## src/rtl/spi_sensor_slave.sv

```systemverilog
// rtl/spi_sensor_slave.sv - SPI slave streaming zero-padded sensor samples, MSB first
module spi_sensor_slave #(
    parameter int DATA_W      = 8,
    parameter int LEAD_ZEROS  = 4,
    parameter int TRAIL_ZEROS = 4
) (
    input  logic              clk,
    input  logic              rst,
    input  logic              ss,
    input  logic              sclk,
    output logic              miso,
    input  logic [DATA_W-1:0] sample_data,
    input  logic              sample_valid,
    output logic              sample_ready,
    output logic              frame_done,
    output logic              frame_abort,
    output logic [7:0]        frame_count
);
    localparam int FRAME_BITS = LEAD_ZEROS + DATA_W + TRAIL_ZEROS;
    localparam int CNT_W      = $clog2(FRAME_BITS + 1);

    typedef enum logic [1:0] {IDLE, SHIFT, WAIT_SS} state_t;

    state_t                  state_q, state_d;
    logic                    ss_meta_q, ss_sync_q, ss_dly_q;
    logic                    sclk_meta_q, sclk_sync_q, sclk_dly_q;
    logic [FRAME_BITS-1:0]   shift_q, shift_d;
    logic [CNT_W-1:0]        cnt_q, cnt_d;
    logic [DATA_W-1:0]       hold_q, hold_d;
    logic                    miso_q, miso_d;
    logic                    done_q, done_d;
    logic                    abort_q, abort_d;
    logic [7:0]              count_q, count_d;

    logic                    ss_fall, ss_rise, sclk_rise, sclk_fall;
    logic [FRAME_BITS-1:0]   frame_w;
    logic [CNT_W-1:0]        cnt_inc;

    // sclk strobes are qualified by the synchronized select so edges outside a frame never count
    assign ss_fall   =  ss_dly_q & ~ss_sync_q;
    assign ss_rise   = ~ss_dly_q &  ss_sync_q;
    assign sclk_rise = ~sclk_dly_q &  sclk_sync_q & ~ss_sync_q;
    assign sclk_fall =  sclk_dly_q & ~sclk_sync_q & ~ss_sync_q;

    always_ff @(posedge clk or posedge rst) begin
        if (rst) begin
            ss_meta_q   <= 1'b1;
            ss_sync_q   <= 1'b1;
            ss_dly_q    <= 1'b1;
            sclk_meta_q <= 1'b1;
            sclk_sync_q <= 1'b1;
            sclk_dly_q  <= 1'b1;
            state_q     <= IDLE;
            shift_q     <= '0;
            cnt_q       <= '0;
            hold_q      <= '0;
            miso_q      <= 1'b0;
            done_q      <= 1'b0;
            abort_q     <= 1'b0;
            count_q     <= '0;
        end else begin
            ss_meta_q   <= ss;
            ss_sync_q   <= ss_meta_q;
            ss_dly_q    <= ss_sync_q;
            sclk_meta_q <= sclk;
            sclk_sync_q <= sclk_meta_q;
            sclk_dly_q  <= sclk_sync_q;
            state_q     <= state_d;
            shift_q     <= shift_d;
            cnt_q       <= cnt_d;
            hold_q      <= hold_d;
            miso_q      <= miso_d;
            done_q      <= done_d;
            abort_q     <= abort_d;
            count_q     <= count_d;
        end
    end

    always_comb begin
        state_d = state_q;
        shift_d = shift_q;
        cnt_d   = cnt_q;
        hold_d  = hold_q;
        miso_d  = miso_q;
        done_d  = 1'b0;
        abort_d = 1'b0;
        count_d = count_q;
        frame_w = '0;
        frame_w[TRAIL_ZEROS +: DATA_W] = hold_q;
        cnt_inc = cnt_q + 1'b1;

        if (sample_valid && state_q != SHIFT) begin
            hold_d = sample_data;
        end

        case (state_q)
            IDLE: begin
                miso_d = 1'b0;
                if (ss_fall) begin
                    shift_d = frame_w;
                    cnt_d   = '0;
                    miso_d  = frame_w[FRAME_BITS-1];
                    state_d = SHIFT;
                end
            end
            SHIFT: begin
                if (ss_rise) begin
                    abort_d = 1'b1;
                    miso_d  = 1'b0;
                    state_d = IDLE;
                end else if (sclk_fall) begin
                    cnt_d = cnt_inc;
                    if (cnt_inc == CNT_W'(FRAME_BITS)) begin
                        done_d  = 1'b1;
                        count_d = count_q + 8'd1;
                        miso_d  = 1'b0;
                        state_d = WAIT_SS;
                    end
                end else if (sclk_rise && cnt_q != '0) begin
                    // the rise before the first fall belongs to the idle-high clock, not a data bit
                    shift_d = {shift_q[FRAME_BITS-2:0], 1'b0};
                    miso_d  = shift_q[FRAME_BITS-2];
                end
            end
            WAIT_SS: begin
                miso_d = 1'b0;
                if (ss_rise) begin
                    state_d = IDLE;
                end
            end
            default: begin
                miso_d  = 1'b0;
                state_d = IDLE;
            end
        endcase
    end

    assign miso         = miso_q;
    assign sample_ready = (state_q != SHIFT);
    assign frame_done   = done_q;
    assign frame_abort  = abort_q;
    assign frame_count  = count_q;
endmodule

```

## config.mk

```make
export PLATFORM = sky130hd
export DESIGN_NAME = spi_sensor_slave
export DESIGN_NICKNAME = d
export VERILOG_FILES = /design/src/rtl/spi_sensor_slave.sv
export SDC_FILE = /design/constraint.sdc
export NUM_CORES = 1
export LEC_CHECK = 0
export CAP_MARGIN = 10
export CORE_AREA = 10 10 63 86
export CTS_CLUSTER_SIZE = 14
export DETAILED_ROUTE_END_ITERATION = 10
export DIE_AREA = 0 0 73 96
export PLACE_DENSITY = 0.76
export SLEW_MARGIN = 0
export SYNTH_ARGS = -nofsm -noshare
export SYNTH_HDL_FRONTEND = slang
export SYNTH_SLANG_ARGS = --single-unit
```

## constraint.sdc

```tcl
create_clock -name clk -period 2.1 [get_ports clk]
set_input_delay 0.315 -clock clk [delete_from_list [all_inputs] [get_ports clk]]
set_output_delay 0.315 -clock clk [all_outputs]
set_load 0.05 [all_outputs]
```

Fig. 1: run 1, cells colored by class
Scale: 3 px per um.
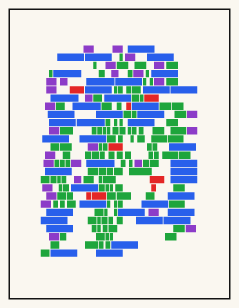
class	color	cells	share of their area
remaining buffers and delay cells	purple	28	11%
clock drivers and dummy loads	red	8	3.6%
registers	blue	43	46%
remaining logic cells	green	127	39%
area of the core: 0.00385 mm2
post-route cell area: 0.00239 mm2

Fig. 2: run 1, I/O nets highlighted
Scale: 4 px per um.
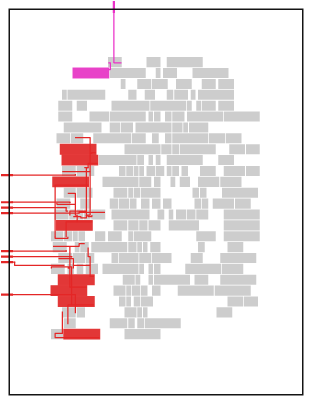
port	color	bits	direction	end cells	buffers	wire
`frame_done`	magenta	1	output	1	1	17.2 um
`frame_count`	red	8	output	8	8	330 um
I/O pin cnt: 25
buffers added on ports: 24

==> impl_metrics.tcl, run 1 <==
# implementation run metrics
set metrics [dict create \
    fin_crit_ns 1.96 \
    period_utilization_post_route_pct 93.3 \
    setup_viol_count_final 0 \
    numSequentialCells 43 \
    nNonClkBuffers 28 \
    max_clock_freq_ghz 0.510 \
    clock-root-buffer "sky130_fd_sc_hd__clkbuf_8" \
    post_drt_via_cell_ratio 5.68 \
    path_cells "inv_1, ha_1, or4b_4, a31oi_4, nor2_2, mux2_4" \
    post-place-cells 241 \
    largest_area_cell "sky130_fd_sc_hd__dfrtp_1" \
    final_nets 221 \
    floorplan.die_area_mm2 0.00701 \
    drc 0 \
    groute.usage.overall_pct 13.5 \
    post_cts_resized 0 \
    postPlaceCellArea_mm2 0.00231 \
    timing.final.hold_violations 0 \
    sh_comb_area_pct 36.1 \
    synth.yosys.num_cells 175 \
    most_numerous_logic_cell_after_layout "sky130_fd_sc_hd__dfrtp_1" \
    grt_pass1_vias 1546 \
    routedWlPerCell_um 16.9 \
    cts_tree "done" \
    final.clkbuf_count 5 \
    area_share_nonclk_buffers_pct 11.2 \
    dpl.hpwl_mm 3.20 \
    met2_length_mm 2.30 \
    worst_setup_path_end_kind "register" \
    grt.met2_usage_pct 23.3 \
    std_cell_rows 27 \
    tool_warnings 27 \
    area_leader_share_pct 45.9 \
    highest_layer "met4" \
    numCtsBuffers 5 \
    floorplan.initialDensity_pct 52.3 \
    syn-cell-area_mm2 0.00202 \
    post_synth_xor_area_fraction_pct 3.91 \
    startpoint_type "register" \
    gp_routability_congestion 0.819 \
    top_cells_by_area "sky130_fd_sc_hd__dfrtp_1 46%, sky130_fd_sc_hd__dfstp_2 7.8%, sky130_fd_sc_hd__mux2_2 7.8%" \
    power.leakage_nw 1.05 \
    comb_area_um2 863 \
    nNonClkInverters 11 \
    yosys_warning_tally 0 \
    crit_slowest_cell "sky130_fd_sc_hd__or4b_4" \
    synthAdderAreaFrac_pct 1.86 \
    power.total_mw 2.13 \
    synth_area_per_cell_um2 11.5 \
    sequential_share_of_cell_area_pct 45.3 \
    clockNetworkAreaShare_pct 3.50 \
    max_flop_register "shift_q" \
    mapped_cells 175 \
    whs_ns 0.359 \
    global_route.overflow_total 0 \
    grt_first_pass_wirelength_mm 7.45 \
    netlist_top_cells_count "37 x sky130_fd_sc_hd__dfrtp_1, 15 x sky130_fd_sc_hd__nand2_1, 14 x sky130_fd_sc_hd__mux2_2" \
    power-per-cell-area_mw_per_mm2 889 \
    final.fill_count 313 \
    met1_length_mm 1.57 \
    initialDrtViolationCount 57 \
    layout.area.top_class "registers" \
    lay_top_cells "37 x sky130_fd_sc_hd__dfrtp_1, 23 x sky130_fd_sc_hd__clkdlybuf4s50_1, 15 x sky130_fd_sc_hd__nand2_1" \
    yosysChipArea_mm2 0.00202 \
    yosys.cell_types.count 42 \
    comb.multi_input.count 116 \
    syn_nets 191 \
    antenna_left 0 \
    grt_use_met3_pct 5.97 \
    worst-endpoint-arrival_ns 2.14 \
    dpl_worst_slack_ns 0.165 \
    synth.most_common_cell "sky130_fd_sc_hd__dfrtp_1" \
    clock_tree.htree_level_count 2 \
    postLayoutCoreUtil_pct 62.2 \
    areaGrowthSynthToFinish_pct 18.7 \
    die.size.y_um 96 \
    worst-setup-path-type "reg2reg" \
    yosys.stat.seqShare_pct 53.8 \
    detailroute.via_count 1414 \
    route.met3.wl_um 272 \
    die-width_um 73 \
    maximum_number_of_pins_on_one_net_before_global_route_repair 44 \
    max_cap_viol_count 0 \
    busiest_layer "met2" \
    nWellTaps 43 \
    post_route_cells_drive_above_1_share_pct 21.8 \
    irDropWorstVdd_mv 0.695 \
    clock_sink_count 43 \
    postSynth.topFlopCell "sky130_fd_sc_hd__dfrtp_1" \
    final_critical_path_setup_slack_ns 0.140 \
    number_of_antenna_violations_at_the_first_check_in_global_routing 0 \
    final_total_negative_setup_slack_ns 0 \
    worstMarginPinSlew_ns 0.622 \
    status "completed" \
    worst-path-max-fanout 7 \
    cts-hold-fix-buffers 0 \
    insertedDiodeCount 0 \
    slew_viol_final 0 \
    max_reg_flops 11 \
    footprint_of_the_flip_flops_and_latches_mm2 0.00108 \
    worst_path_dominant_cell_family "simple AND/OR/NAND/NOR gates" \
    synth-async-reset-ratio_pct 100 \
    clk_transition_reported_paths_ns 0.08 \
    ys_sh_mux_pct 11.5 \
]
Fig. 3: run 1, clock network drawn from the DEF
Scale: 4 px per um.
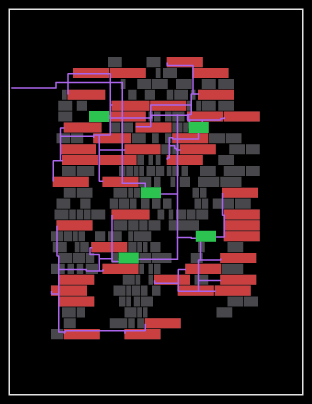
[flip-flops] red | count: 43
[clock-net drivers] green | count: 5
[clock wires] purple | length: 470 um
routed clock nets	6
clock network fraction of total power: 23.3%
clock-net power: 0.495 mW
insertion delay at the late pin of the worst-skew pair: 0.30 ns
maximum clock skew at final layout: 0.00716 ns

-- run 1: power breakdown --
group / switching, mW / internal [mW] / leakage (nW) / total [mW]
clock network: 0.268 / 0.227 / 0.0477 / 0.495
logic: 0.223 / 0.278 / 0.463 / 0.501
registers: 0.135 / 0.995 / 0.536 / 1.13
-- run 1: path summary, 6_finish.rpt --
check,start,end,slack [ns],cells past startpoint
setup / recovery,cnt_q[0],shift_q[11],0.14,6
hold / removal,sclk_meta_q,sclk_sync_q,0.36,0
setup reg to reg,cnt_q[0],shift_q[11],0.14,6
hold reg to reg,sclk_meta_q,sclk_sync_q,0.36,0
max in group asynchronous,rst,shift_q[8],1.27,3
min in group asynchronous,rst,hold_q[2],0.46,3
==> inputs of run 2 (changes only) <==
--- a/config.mk
+++ b/config.mk
@@ -5,11 +5,11 @@
 export SDC_FILE = /design/constraint.sdc
 export NUM_CORES = 1
 export LEC_CHECK = 0
-export CAP_MARGIN = 10
 export CORE_AREA = 10 10 63 86
 export CTS_CLUSTER_SIZE = 14
 export DETAILED_ROUTE_END_ITERATION = 10
 export DIE_AREA = 0 0 73 96
+export HOLD_SLACK_MARGIN = 0.12
 export PLACE_DENSITY = 0.76
 export SLEW_MARGIN = 0
 export SYNTH_ARGS = -nofsm -noshare
Fig. 4: run 2, clock network drawn from the DEF
Scale: 4 px per um.
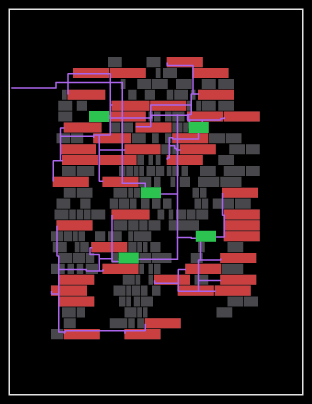
[clock-net drivers] green | count: 5
[flip-flops] red | count: 43
[clock wires] purple | length: 470 um
routed clock nets	6

==> run 2 against run 1 <==
  * Final cell count stayed put
  * Highest routed layer unchanged
  * Clock-buffer cell count stayed put
  * Routed wire length stayed put
  * Sequential cell count stayed put
  * Setup slack stayed put
  * Clock power hardly changed
  * Sequential share of layout area stayed put
  * Synthesized cell count stayed put
==> impl_metrics.tcl, run 2 <==
# implementation run metrics
set metrics [dict create \
    status "completed" \
    floorplan.initialDensity_pct 52.3 \
    clockNetworkAreaShare_pct 3.50 \
    nNonClkBuffers 28 \
    sh_comb_area_pct 36.1 \
    post_cts_resized 0 \
    global_route.overflow_total 0 \
    cts_tree "done" \
    post_route_cells_drive_above_1_share_pct 21.8 \
    synth.most_common_cell "sky130_fd_sc_hd__dfrtp_1" \
    comb-power_mw 0.501 \
    r2r_slack_ns 0.14 \
    grt_first_pass_wirelength_mm 7.45 \
    placeableCoreArea_mm2 0.00385 \
    nNonClkInverters 11 \
    maximum_number_of_pins_on_one_net_before_global_route_repair 44 \
    worst-endpoint-arrival_ns 2.14 \
    cts-hold-fix-buffers 0 \
    setup_viol_count_final 0 \
    groute.usage.overall_pct 13.5 \
    initialDrtViolationCount 57 \
    grt.met2_usage_pct 23.3 \
    power-per-cell-area_mw_per_mm2 889 \
    routedWlPerCell_um 16.9 \
    post-place-cells 241 \
    clock_latency_ns 0.30 \
    numCtsBuffers 5 \
    period_utilization_post_route_pct 93.3 \
    antenna_left 0 \
    worstMarginPinSlew_ns 0.622 \
    worst_setup_path_end_kind "register" \
    p_seq_share_pct 53.2 \
    largest_area_cell "sky130_fd_sc_hd__dfrtp_1" \
    route.met3.wl_um 272 \
    clock-root-buffer "sky130_fd_sc_hd__clkbuf_8" \
    reg_to_reg_startpoint "cnt_q[0]" \
    dpl_worst_slack_ns 0.165 \
    largestPowerGroup "registers" \
    synth.yosys.num_cells 175 \
    fin_skew_ns 0.00716 \
    busiest_layer "met2" \
    path_depth 6 \
    timing.final.hold_violations 0 \
    most_numerous_logic_cell_after_layout "sky130_fd_sc_hd__dfrtp_1" \
    top_level_ports 25 \
    yosys_warning_tally 0 \
    postPlaceCellArea_mm2 0.00231 \
    seq_cell_power_mw 1.13 \
    footprint_of_the_flip_flops_and_latches_mm2 0.00108 \
    pg_clk_mw 0.495 \
    netSwitchingPower_mw 0.627 \
    clock_sink_count 43 \
    place.port_buffers 24 \
    insertedDiodeCount 0 \
    met2_length_mm 2.30 \
    crit_path_start "cnt_q[0]" \
    worst-setup-path-type "reg2reg" \
    startpoint_type "register" \
    netlist_top_cells_count "37 x sky130_fd_sc_hd__dfrtp_1, 15 x sky130_fd_sc_hd__nand2_1, 14 x sky130_fd_sc_hd__mux2_2" \
    yosys.cell_types.count 42 \
    detailroute.via_count 1414 \
    worst-path-max-fanout 7 \
    switching_share_pct 29.5 \
    max_reg_flops 11 \
    power.total_mw 2.13 \
    slew_viol_final 0 \
    dpl.hpwl_mm 3.20 \
    cell_internal_pwr_mw 1.50 \
    power.share.clock_pct 23.3 \
    max_clock_freq_ghz 0.510 \
    max_cap_viol_count 0 \
    area_leader_share_pct 45.9 \
    synth_area_per_cell_um2 11.5 \
    highest_layer "met4" \
    sequential_share_of_cell_area_pct 45.3 \
    yosys.stat.seqShare_pct 53.8 \
    final.fill_count 313 \
    postLayoutCoreUtil_pct 62.2 \
    whs_ns 0.359 \
    final_design_area_no_fill_mm2 0.00239 \
    mapped_cells 175 \
    synth-async-reset-ratio_pct 100 \
    path_cells "inv_1, ha_1, or4b_4, a31oi_4, nor2_2, mux2_4" \
    drc 0 \
    grt_use_met3_pct 5.97 \
    nWellTaps 43 \
    clk_transition_reported_paths_ns 0.08 \
    final_total_negative_setup_slack_ns 0 \
    yosysChipArea_mm2 0.00202 \
    comb_area_um2 863 \
    timing.rr.end "shift_q[11]" \
    die-width_um 73 \
    comb.multi_input.count 116 \
    die.size.y_um 96 \
    tool_warnings 27 \
    floorplan.die_area_mm2 0.00701 \
]
==> run 2: cell counts after synthesis <==
Identical to the previous run, type by type.
==> run 2: worst min-delay path by stage <==
stage	to	depth (start not counted)	slack, ns	from
after floorplan	sclk_meta_q	0	0.32	sclk
after global placement	sclk_sync_q	0	0.35	sclk_meta_q
after detailed placement	sclk_sync_q	0	0.35	sclk_meta_q
after CTS	sclk_sync_q	0	0.36	sclk_meta_q
after global routing	sclk_sync_q	0	0.36	sclk_meta_q
final	sclk_sync_q	0	0.36	sclk_meta_q
==> run 2: cells by family after synthesis <==
group,synth area share (%)
simple gates,15.5
flops,53.8
compound gates,10.1
mux,11.5
buf+inv,3.41
xor+xnor,3.91
fa+ha+maj,1.86
==> inputs of run 3 (changes only) <==
--- a/config.mk
+++ b/config.mk
@@ -5,6 +5,7 @@
 export SDC_FILE = /design/constraint.sdc
 export NUM_CORES = 1
 export LEC_CHECK = 0
+export CAP_MARGIN = 5
 export CORE_AREA = 10 10 63 86
 export CTS_CLUSTER_SIZE = 14
 export DETAILED_ROUTE_END_ITERATION = 10
Fig. 5: run 3, cells colored by class
Scale: 3 px per um.
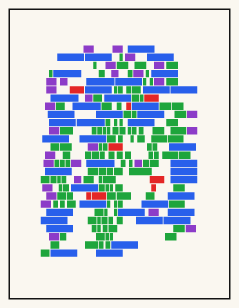
class	color	cells	share of their area
remaining buffers and delay cells	purple	28	11%
registers	blue	43	46%
clock drivers and dummy loads	red	8	3.6%
remaining logic cells	green	127	39%

==> run 3 against run 2 <==
  * Sequential cell count stayed put
  * Non-clock buffer count stayed put
  * Die area stayed put
  * Highest routed layer unchanged
==> impl_metrics.tcl, run 3 <==
# implementation run metrics
set metrics [dict create \
    area_leader_share_pct 45.9 \
    timing.rr.end "shift_q[11]" \
    route.final.wire_length_mm 4.21 \
    worst-setup-path-type "reg2reg" \
    power.share.clock_pct 23.3 \
    final_total_negative_setup_slack_ns 0 \
    fin_cells 249 \
    cell_internal_pwr_mw 1.50 \
    syn_nets 191 \
    drc 0 \
    max_cap_viol_count 0 \
    crit_path_start "cnt_q[0]" \
    mapped_cells 175 \
    groute.usage.overall_pct 13.5 \
    floorplan.initialDensity_pct 52.3 \
    whs_ns 0.359 \
    place.port_buffers 24 \
    largestPowerGroup "registers" \
    path_cells "inv_1, ha_1, or4b_4, a31oi_4, nor2_2, mux2_4" \
    period_utilization_post_route_pct 93.3 \
    comb-power_mw 0.501 \
    clockNetworkAreaShare_pct 3.50 \
    dpl_worst_slack_ns 0.165 \
    area_share_nonclk_buffers_pct 11.2 \
    tool_warnings 27 \
    worst_setup_path_endpoint "shift_q[11]" \
    antenna_left 0 \
    synth_area_per_cell_um2 11.5 \
    status "completed" \
    final.fill_count 313 \
    final_design_area_no_fill_mm2 0.00239 \
    post-cts-setup-buffer-count 0 \
    route.met3.wl_um 272 \
    cp.required_ns 2.28 \
    r2r_slack_ns 0.14 \
    initialDrtViolationCount 57 \
    areaGrowthSynthToFinish_pct 18.7 \
    timing.slew.headroom_pct 58.1 \
    top_level_ports 25 \
    final_nets 221 \
    largest_area_cell "sky130_fd_sc_hd__dfrtp_1" \
    synth-async-reset-ratio_pct 100 \
    worstMarginPinSlew_ns 0.622 \
    synth.yosys.num_cells 175 \
    pg_clk_mw 0.495 \
    worst-path-max-fanout 7 \
    comb.multi_input.count 116 \
    yosysChipArea_mm2 0.00202 \
    detailroute.via_count 1414 \
    insertedDiodeCount 0 \
    clk_transition_reported_paths_ns 0.08 \
    hold_path_end "sclk_sync_q" \
    dpl.hpwl_mm 3.20 \
    numSequentialCells 43 \
    cts_tree "done" \
    netlist_top_cells_count "37 x sky130_fd_sc_hd__dfrtp_1, 15 x sky130_fd_sc_hd__nand2_1, 14 x sky130_fd_sc_hd__mux2_2" \
    lay_top_cells "37 x sky130_fd_sc_hd__dfrtp_1, 23 x sky130_fd_sc_hd__clkdlybuf4s50_1, 15 x sky130_fd_sc_hd__nand2_1" \
    die-width_um 73 \
    yosys.stat.seqShare_pct 53.8 \
    cts-hold-fix-buffers 0 \
    postSynth.topFlopCell "sky130_fd_sc_hd__dfrtp_1" \
    top_cells_by_area "sky130_fd_sc_hd__dfrtp_1 46%, sky130_fd_sc_hd__dfstp_2 7.8%, sky130_fd_sc_hd__mux2_2 7.8%" \
    routedWlPerCell_um 16.9 \
    nNonClkBuffers 28 \
    clock_latency_ns 0.30 \
    maximum_number_of_pins_on_one_net_before_global_route_repair 44 \
    hold_path.startpoint "sclk_meta_q" \
    sequential_share_of_cell_area_pct 45.3 \
    synth.most_common_cell "sky130_fd_sc_hd__dfrtp_1" \
    reg_to_reg_startpoint "cnt_q[0]" \
    met2_length_mm 2.30 \
    comb_area_um2 863 \
    highest_layer "met4" \
    power.total_mw 2.13 \
    seq_cell_power_mw 1.13 \
    max_clock_freq_ghz 0.510 \
    clock-root-buffer "sky130_fd_sc_hd__clkbuf_8" \
    max_reg_flops 11 \
    min_path_cells 0 \
    floorplan.die_area_mm2 0.00701 \
    most_numerous_logic_cell_after_layout "sky130_fd_sc_hd__dfrtp_1" \
    worst-endpoint-arrival_ns 2.14 \
    post_drt_via_cell_ratio 5.68 \
    sh_comb_area_pct 36.1 \
    slew_viol_final 0 \
    startpoint_type "register" \
    placeableCoreArea_mm2 0.00385 \
    postPlaceCellArea_mm2 0.00231 \
    clock_sink_count 43 \
    r2r_cells 6 \
    post_cts_resized 0 \
    fin_skew_ns 0.00716 \
    worst_path_largest_cell_delay_ns 0.48 \
    switching_share_pct 29.5 \
    netSwitchingPower_mw 0.627 \
    global_route.overflow_total 0 \
    irDropWorstVdd_mv 0.695 \
    footprint_of_the_flip_flops_and_latches_mm2 0.00108 \
    timing.final.hold_violations 0 \
    die.size.y_um 96 \
    layout.area.top_class "registers" \
    numCtsBuffers 5 \
    postLayoutCoreUtil_pct 62.2 \
    setup_viol_count_final 0 \
    crit_slowest_cell "sky130_fd_sc_hd__or4b_4" \
    nNonClkInverters 11 \
    grt_first_pass_wirelength_mm 7.45 \
    worst_setup_path_end_kind "register" \
    post_route_cells_drive_above_1_share_pct 21.8 \
    path_depth 6 \
    cts-root-to-sink-buffers 2 \
    post-place-cells 241 \
    power.leakage_nw 1.05 \
    power-per-cell-area_mw_per_mm2 889 \
    yosys.cell_types.count 42 \
    nWellTaps 43 \
    p_seq_share_pct 53.2 \
    yosys_warning_tally 0 \
]
## run 3: cell counts after synthesis
No cell type changed its count.
## run 3: cells by family after synthesis
| logic type | count (synthesis) | synth area share [%] |
|---|---|---|
| AND-OR/OR-AND | 29 | 10.1 |
| XOR/XNOR | 9 | 3.91 |
| adder cells (fa/ha/maj) | 3 | 1.86 |
| buffers and inverters | 16 | 3.41 |
| flip-flops | 43 | 53.8 |
| multiplexers | 19 | 11.5 |
| AND/OR/NAND/NOR | 56 | 15.5 |
## run 3: per-layer routing
layer | vias to the layer above | global-route usage [%]
met5 | - | 0
met3 | 6 | 5.97
li1 | 676 | -
met4 | 0 | 5.08
met2 | 29 | 23.3
met1 | 703 | 14.0
Power figures rest on the tool's default switching activity, not on a simulated workload.
